$ cat src/rtl/evolve_timer_if.sv
// Control/status bundle between the game control FSM (master) and the
// evolve timer (slave).
interface evolve_timer_if #(
   parameter int WIDTH     = 8,
   parameter int GEN_WIDTH = 8
);
   logic                 start;
   logic                 stop;
   logic                 oneshot;
   logic                 en;
   logic [WIDTH-1:0]     period;
   logic                 done;
   logic                 busy;
   logic [WIDTH-1:0]     count;
   logic [GEN_WIDTH-1:0] gen;
   logic                 gen_sat;

   modport master (
      output start, stop, oneshot, en, period,
      input  done, busy, count, gen, gen_sat
   );

   modport slave (
      input  start, stop, oneshot, en, period,
      output done, busy, count, gen, gen_sat
   );
endinterface

$ cat src/rtl/evolve_timer.sv
// Programmable-period evolution tick: one-cycle done every period+1 enabled
// cycles, with pause, one-shot mode and a saturating generation counter.
module evolve_timer #(
   parameter int WIDTH          = 8,
   parameter int GEN_WIDTH      = 8,
   parameter int DEFAULT_PERIOD = 15
) (
   input  logic          clk,
   input  logic          clr,
   evolve_timer_if.slave bus
);
   typedef enum logic {IDLE = 1'b0, RUN = 1'b1} state_t;

   state_t               state;
   logic [WIDTH-1:0]     count_q;
   logic [WIDTH-1:0]     period_q;
   logic                 oneshot_q;
   logic                 done_q;
   logic                 busy_q;
   logic [GEN_WIDTH-1:0] gen_q;
   logic                 gen_sat_q;
   logic                 restart;
   logic                 terminal;
   logic [GEN_WIDTH-1:0] gen_next;

   function automatic logic [GEN_WIDTH-1:0] gen_sat_inc(input logic [GEN_WIDTH-1:0] v);
      return (&v) ? v : v + GEN_WIDTH'(1);
   endfunction

   // stop outranks start, so a simultaneous stop+start only aborts.
   assign restart  = bus.start && !bus.stop;
   assign terminal = (count_q == period_q);
   assign gen_next = gen_sat_inc(gen_q);

   always_ff @(posedge clk) begin
      if (clr) begin
         state     <= IDLE;
         busy_q    <= 1'b0;
         done_q    <= 1'b0;
         count_q   <= '0;
         period_q  <= WIDTH'(DEFAULT_PERIOD);
         oneshot_q <= 1'b0;
         gen_q     <= '0;
         gen_sat_q <= 1'b0;
      end else begin
         done_q <= 1'b0;
         if (restart) begin
            state     <= RUN;
            busy_q    <= 1'b1;
            count_q   <= '0;
            period_q  <= bus.period;
            oneshot_q <= bus.oneshot;
            gen_q     <= '0;
            gen_sat_q <= 1'b0;
         end else begin
            unique case (state)
               IDLE: begin
                  count_q <= '0;
               end
               RUN: begin
                  if (bus.stop) begin
                     state   <= IDLE;
                     busy_q  <= 1'b0;
                     count_q <= '0;
                  end else if (bus.en) begin
                     if (terminal) begin
                        count_q   <= '0;
                        done_q    <= 1'b1;
                        gen_q     <= gen_next;
                        gen_sat_q <= &gen_next;
                        // One-shot: busy falls on the same edge done rises.
                        if (oneshot_q) begin
                           state  <= IDLE;
                           busy_q <= 1'b0;
                        end
                     end else begin
                        count_q <= count_q + WIDTH'(1);
                     end
                  end
               end
               default: begin
                  state  <= IDLE;
                  busy_q <= 1'b0;
               end
            endcase
         end
      end
   end

   assign bus.done    = done_q;
   assign bus.busy    = busy_q;
   assign bus.count   = count_q;
   assign bus.gen     = gen_q;
   assign bus.gen_sat = gen_sat_q;

   // Run invariants: count never passes the latched period; busy mirrors state.
   a_count_in_range : assert property (@(posedge clk) disable iff (clr) count_q <= period_q);
   a_busy_state     : assert property (@(posedge clk) disable iff (clr) busy_q == (state == RUN));
endmodule
$ cat src/flat_wrapper.sv
// flat-port wrapper written by rule: the top's interface ports become plain ports
module evolve_timer_flat 
#(
   parameter int WIDTH          = 8,
   parameter int GEN_WIDTH      = 8,
   parameter int DEFAULT_PERIOD = 15
)
  (clk, clr, bus_start, bus_stop, bus_oneshot, bus_en, bus_period, bus_done, bus_busy, bus_count, bus_gen, bus_gen_sat);
  evolve_timer_if #(.WIDTH(WIDTH), .GEN_WIDTH(GEN_WIDTH)) bus_i ();
  input  logic clk;
  input  logic clr;
  input wire logic [$bits(bus_i.start)-1:0] bus_start;
  input wire logic [$bits(bus_i.stop)-1:0] bus_stop;
  input wire logic [$bits(bus_i.oneshot)-1:0] bus_oneshot;
  input wire logic [$bits(bus_i.en)-1:0] bus_en;
  input wire logic [$bits(bus_i.period)-1:0] bus_period;
  output wire logic [$bits(bus_i.done)-1:0] bus_done;
  output wire logic [$bits(bus_i.busy)-1:0] bus_busy;
  output wire logic [$bits(bus_i.count)-1:0] bus_count;
  output wire logic [$bits(bus_i.gen)-1:0] bus_gen;
  output wire logic [$bits(bus_i.gen_sat)-1:0] bus_gen_sat;
  assign bus_i.start = bus_start;
  assign bus_i.stop = bus_stop;
  assign bus_i.oneshot = bus_oneshot;
  assign bus_i.en = bus_en;
  assign bus_i.period = bus_period;
  assign bus_done = bus_i.done;
  assign bus_busy = bus_i.busy;
  assign bus_count = bus_i.count;
  assign bus_gen = bus_i.gen;
  assign bus_gen_sat = bus_i.gen_sat;
  evolve_timer #(.WIDTH(WIDTH), .GEN_WIDTH(GEN_WIDTH), .DEFAULT_PERIOD(DEFAULT_PERIOD)) u_core (.clk(clk), .clr(clr), .bus(bus_i));
endmodule
$ cat config.mk
export PLATFORM = sky130hd
export DESIGN_NAME = evolve_timer_flat
export DESIGN_NICKNAME = d
export VERILOG_FILES = /design/src/rtl/evolve_timer_if.sv /design/src/rtl/evolve_timer.sv /design/src/flat_wrapper.sv
export SDC_FILE = /design/constraint.sdc
export NUM_CORES = 1
export LEC_CHECK = 0
export ABC_AREA = 1
export CAP_MARGIN = 20
export CORE_ASPECT_RATIO = 1.5
export CORE_MARGIN = 4
export CORE_UTILIZATION = 40
export DETAILED_ROUTE_END_ITERATION = 7
export MAX_ROUTING_LAYER = met4
export PLACE_DENSITY = 0.65
export SLEW_MARGIN = 15
export SYNTH_ARGS = -nofsm -noshare
export SYNTH_HDL_FRONTEND = slang
export SYNTH_SLANG_ARGS = --single-unit
$ cat constraint.sdc
create_clock -name clk -period 1.9 [get_ports clk]
set_input_delay 0.57 -clock clk [delete_from_list [all_inputs] [get_ports clk]]
set_output_delay 0.57 -clock clk [all_outputs]
set_load 0.02 [all_outputs]
**Run 1: routed metal, one color a layer**

Only two layers are drawn.
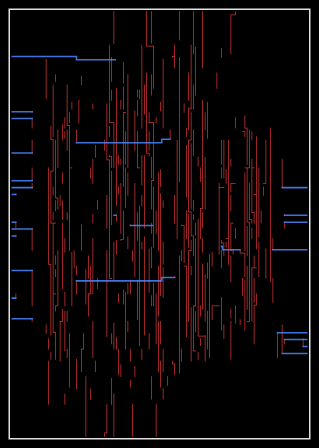
[red] metal 2 | wire length: 1950 um
[blue] metal 3 | wire length: 139 um
Total GRT Usage: 0.165
WL final: 3560 um
wire length per cell: 11.1 um
Vias: 1508

**Run 1: clock nets**

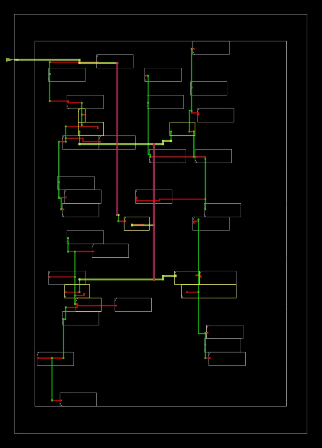
Sink Count: 29
clk latency late pin: 0.28 ns
clock buffer count from CTS: 5
clock buffers: 7

==> notes.md, run 1 <==
run results: status=complete, no violations, critical path startpoint=u_core.bus.gen[7]$_SDFFE_PP0P_, final worst slack=0.0514 ns, Top cells by area=dfxtp_1, nand2_1, nor2_1, a21oi_1, nand3_1, Cell Count, Final, Fillers Out=320, clock group share of total power=0.461, dpl cells=between 300 and 400, Setup Buffers After CTS=0, Pint=1.12 mW, Post-Route M1 WL=1410 um, async set-or-reset flop fraction in the synthesized netlist=0, total of max-cap violations=0, hold buffers post-CTS=0, clk cell area share=0.0527, multi-input gates=roughly 160, Port Buffers=32, NonClk Buf Share=0.227, Top pwr grp=the clock network, Die Size=4960 um^2, syn_nets=approximately 230, reg2reg start=u_core.bus.gen[0]$_SDFFE_PP0P_, Synth Flop Type=dfxtp_1, Post-synth regs=29, adder share=0.0161, Nets=292, initial antenna violation count=0, Final Skew=around 0.0080 ns, combinational share of cell area=0.397, Final Max Tran Viols=0, post-route clock period utilization=0.973, Setup-failing EPs final=0, tally of OpenROAD warnings=26, drt drc=0, core area=approximately 3700 um^2, Worst EP required=1.33 ns, Top cells excl fill/tap=nand2_1, dfxtp_1, nor2_1, Crit path max-delay family=buffers and inverters, flop share of the area=0.263, design area=2210 um^2, Top Metal Used=met4, most used routing layer=met2, yosys aoi share=0.127, share of layout cells above drive strength 1=0.217, Flops=29, gp weighted congestion=0.840, hold path cells=2, I/O pins=33, worst path bufs/invs=1, hold_sp=u_core.bus.busy$_SDFFE_PP0P_, number of global-route vias before repair=about 1.4k, met3 WL post-DR=138 um, area leader, netlist=dfxtp_1, Power Density=639 nW/um^2, 1st-iter DRT viols=roughly 80, CP cell instances=clkdlybuf4s50_1, Warnings, synthesis=0, hold crit path type=reg2reg, Hold Crit Endpoint=u_core.bus.busy$_SDFFE_PP0P_, register area=approximately 580 um^2, Cell Area, Placed=2090 um^2, XORs/XNORs by Area=0.0565, Tmin final=1.85 ns, Worst setup SP type=register, Finished Core Util=0.594, combinational share of power=0.089, Syn-to-layout area delta=42.3%, multi-input logic area=877 um^2, Worst Setup EP=bus_gen[7], MUX share of area=0, Crit Path Class=reg2out, arrival time at the worst endpoint=between 1 and 1.5 ns, Synth logic family=simple AND/OR/NAND/NOR gates, Critical Path Stages=1, Synth top cells by count=nand2_1, dfxtp_1, nor2_1, DR pass1 iterations=4, Flop pwr share=0.450, count leader, synth=nand2_1, Largest stage delay, worst path=around 0.62 ns, chip height=approximately 84 um, first-pass GRT wire length=6150 um, synthesized area per cell=7.22 um^2, grt ovf=0, library cells used by synthesis=28, setup TNS=0 ns, tap cells=43, mapped cell area=1550 um^2, leakage power=0.990 nW
**Run 1: cell area per tile**

Scale bar: 20 um. The die is cut into 6 by 8 equal tiles; dark purple is low, yellow is high, 0 to 100% covered.
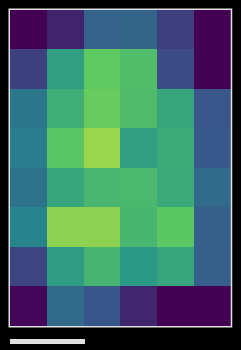
densest ninth of the die: middle
emptiest ninth of the die: top right
tiles over 75% full: 10%
mean over tiles: 43%

==> run 2: changes to the inputs <==
- SKIP_LAST_GASP: unset -> 1
**Run 2: placed cells, one color a class**

Scale bar: 20 um.
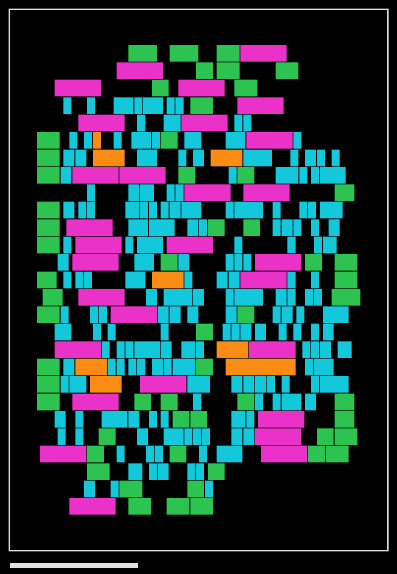
[magenta] flops | cells: 29 | share of their area: 27%
[orange] clock drivers and dummy loads | cells: 8 | share of their area: 5.4%
[green] other buffers and delay cells | cells: 56 | share of their area: 23%
[cyan] combinational and other logic | cells: 184 | share of their area: 44%

**Run 2: clock nets**

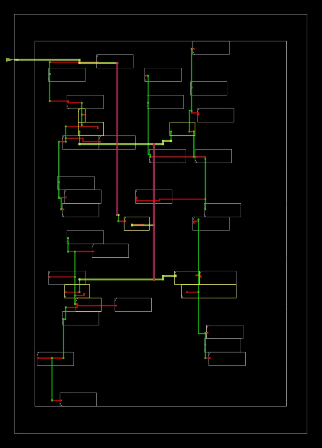
Final Skew: 0.00805 ns
Clk. pwr: 0.650 mW
Flops: 29

==> notes.md, run 2 <==
run results: status=complete, no violations, adder share=0.0161 (unchanged), XORs/XNORs by Area=0.0565 (unchanged), worst path bufs/invs=1 (unchanged), wire length per cell=11.1 um (unchanged), number of global-route vias before repair=1440 (unchanged), synthesized area per cell=7.22 um^2 (unchanged), reg2reg path depth=9, Top Metal Used=met4, hold buffers post-CTS=0 (unchanged), total of max-cap violations=0 (unchanged), vias per cell=~4.7, Crit path max-delay family=buffers and inverters, Cell Area, Placed=2090 um^2 (unchanged), Vias=1508 (unchanged), reg2reg start=u_core.bus.gen[0]$_SDFFE_PP0P_, Top cells excl fill/tap=nand2_1, dfxtp_1, nor2_1, post-route clock period utilization=0.973 (unchanged), area leader, netlist=dfxtp_1, largest net degree at the start of global routing=13, combinational share of power=0.089 (about the same), I/O pins=33 (unchanged), Pint=1.12 mW (unchanged), Finished Core Util=0.594 (unchanged), clk latency late pin=0.28 ns (about the same), clock buffer count from CTS=5 (unchanged), Port Buffers=32 (unchanged), gp weighted congestion=0.840 (unchanged), Hold Violations, Final=0, Synth Flop Type=dfxtp_1, Final Max Tran Viols=0 (unchanged), most frequent logic cell in the layout=nand2_1, critical path startpoint=u_core.bus.gen[7]$_SDFFE_PP0P_, Power Density=639 nW/um^2 (unchanged), core area=3720 um^2 (unchanged), most used routing layer=met2, Sink Count=29 (unchanged), chip height=84.3 um (unchanged), mapped cell area=1550 um^2 (unchanged), Nets=292 (unchanged), syn_nets=231 (unchanged), grt ovf=0 (unchanged), Post-synth regs=29 (unchanged), tally of OpenROAD warnings=26 (unchanged), clock group share of total power=0.461 (about the same), hold_sp=u_core.bus.busy$_SDFFE_PP0P_, hold path cells=2 (unchanged), WL final=3560 um (unchanged), leakage power=0.990 nW (unchanged), 1st-iter DRT viols=80 (unchanged), Syn-to-layout area delta=42.3% (unchanged), Die Size=4960 um^2 (unchanged), met3 WL post-DR=138 um (unchanged), clk cell area share=0.0527 (unchanged), tap cells=43 (unchanged), Synth top cells by count=nand2_1, dfxtp_1, nor2_1, flop share of the area=0.263 (unchanged), Setup Buffers After CTS=0 (unchanged), MUX share of area=0 (unchanged), Top cells by area=dfxtp_1, nand2_1, nor2_1, a21oi_1, nand3_1, DR pass1 iterations=4 (unchanged), Cell Count, Final, Fillers Out=320 (unchanged), design area=2210 um^2 (unchanged), multi-input logic area=877 um^2 (unchanged), hold crit path type=reg2reg, Hold Crit Endpoint=u_core.bus.busy$_SDFFE_PP0P_, Tmin final=1.85 ns (unchanged), dpl cells=312 (unchanged), drt drc=0 (unchanged), Warnings, synthesis=0 (unchanged), Worst Setup EP=bus_gen[7], first-pass GRT wire length=6150 um (unchanged), arrival time at the worst endpoint=1.28 ns (about the same), Post-Route M1 WL=1410 um (unchanged), Crit Path Class=reg2out, count leader, synth=nand2_1, # diodes=0, Setup-failing EPs final=0 (unchanged), setup TNS=0 ns (unchanged), Synth logic family=simple AND/OR/NAND/NOR gates, initial antenna violation count=0 (unchanged), async set-or-reset flop fraction in the synthesized netlist=0 (unchanged), Critical Path Stages=1 (unchanged)
Power figures rest on the tool's default switching activity, not on a simulated workload.
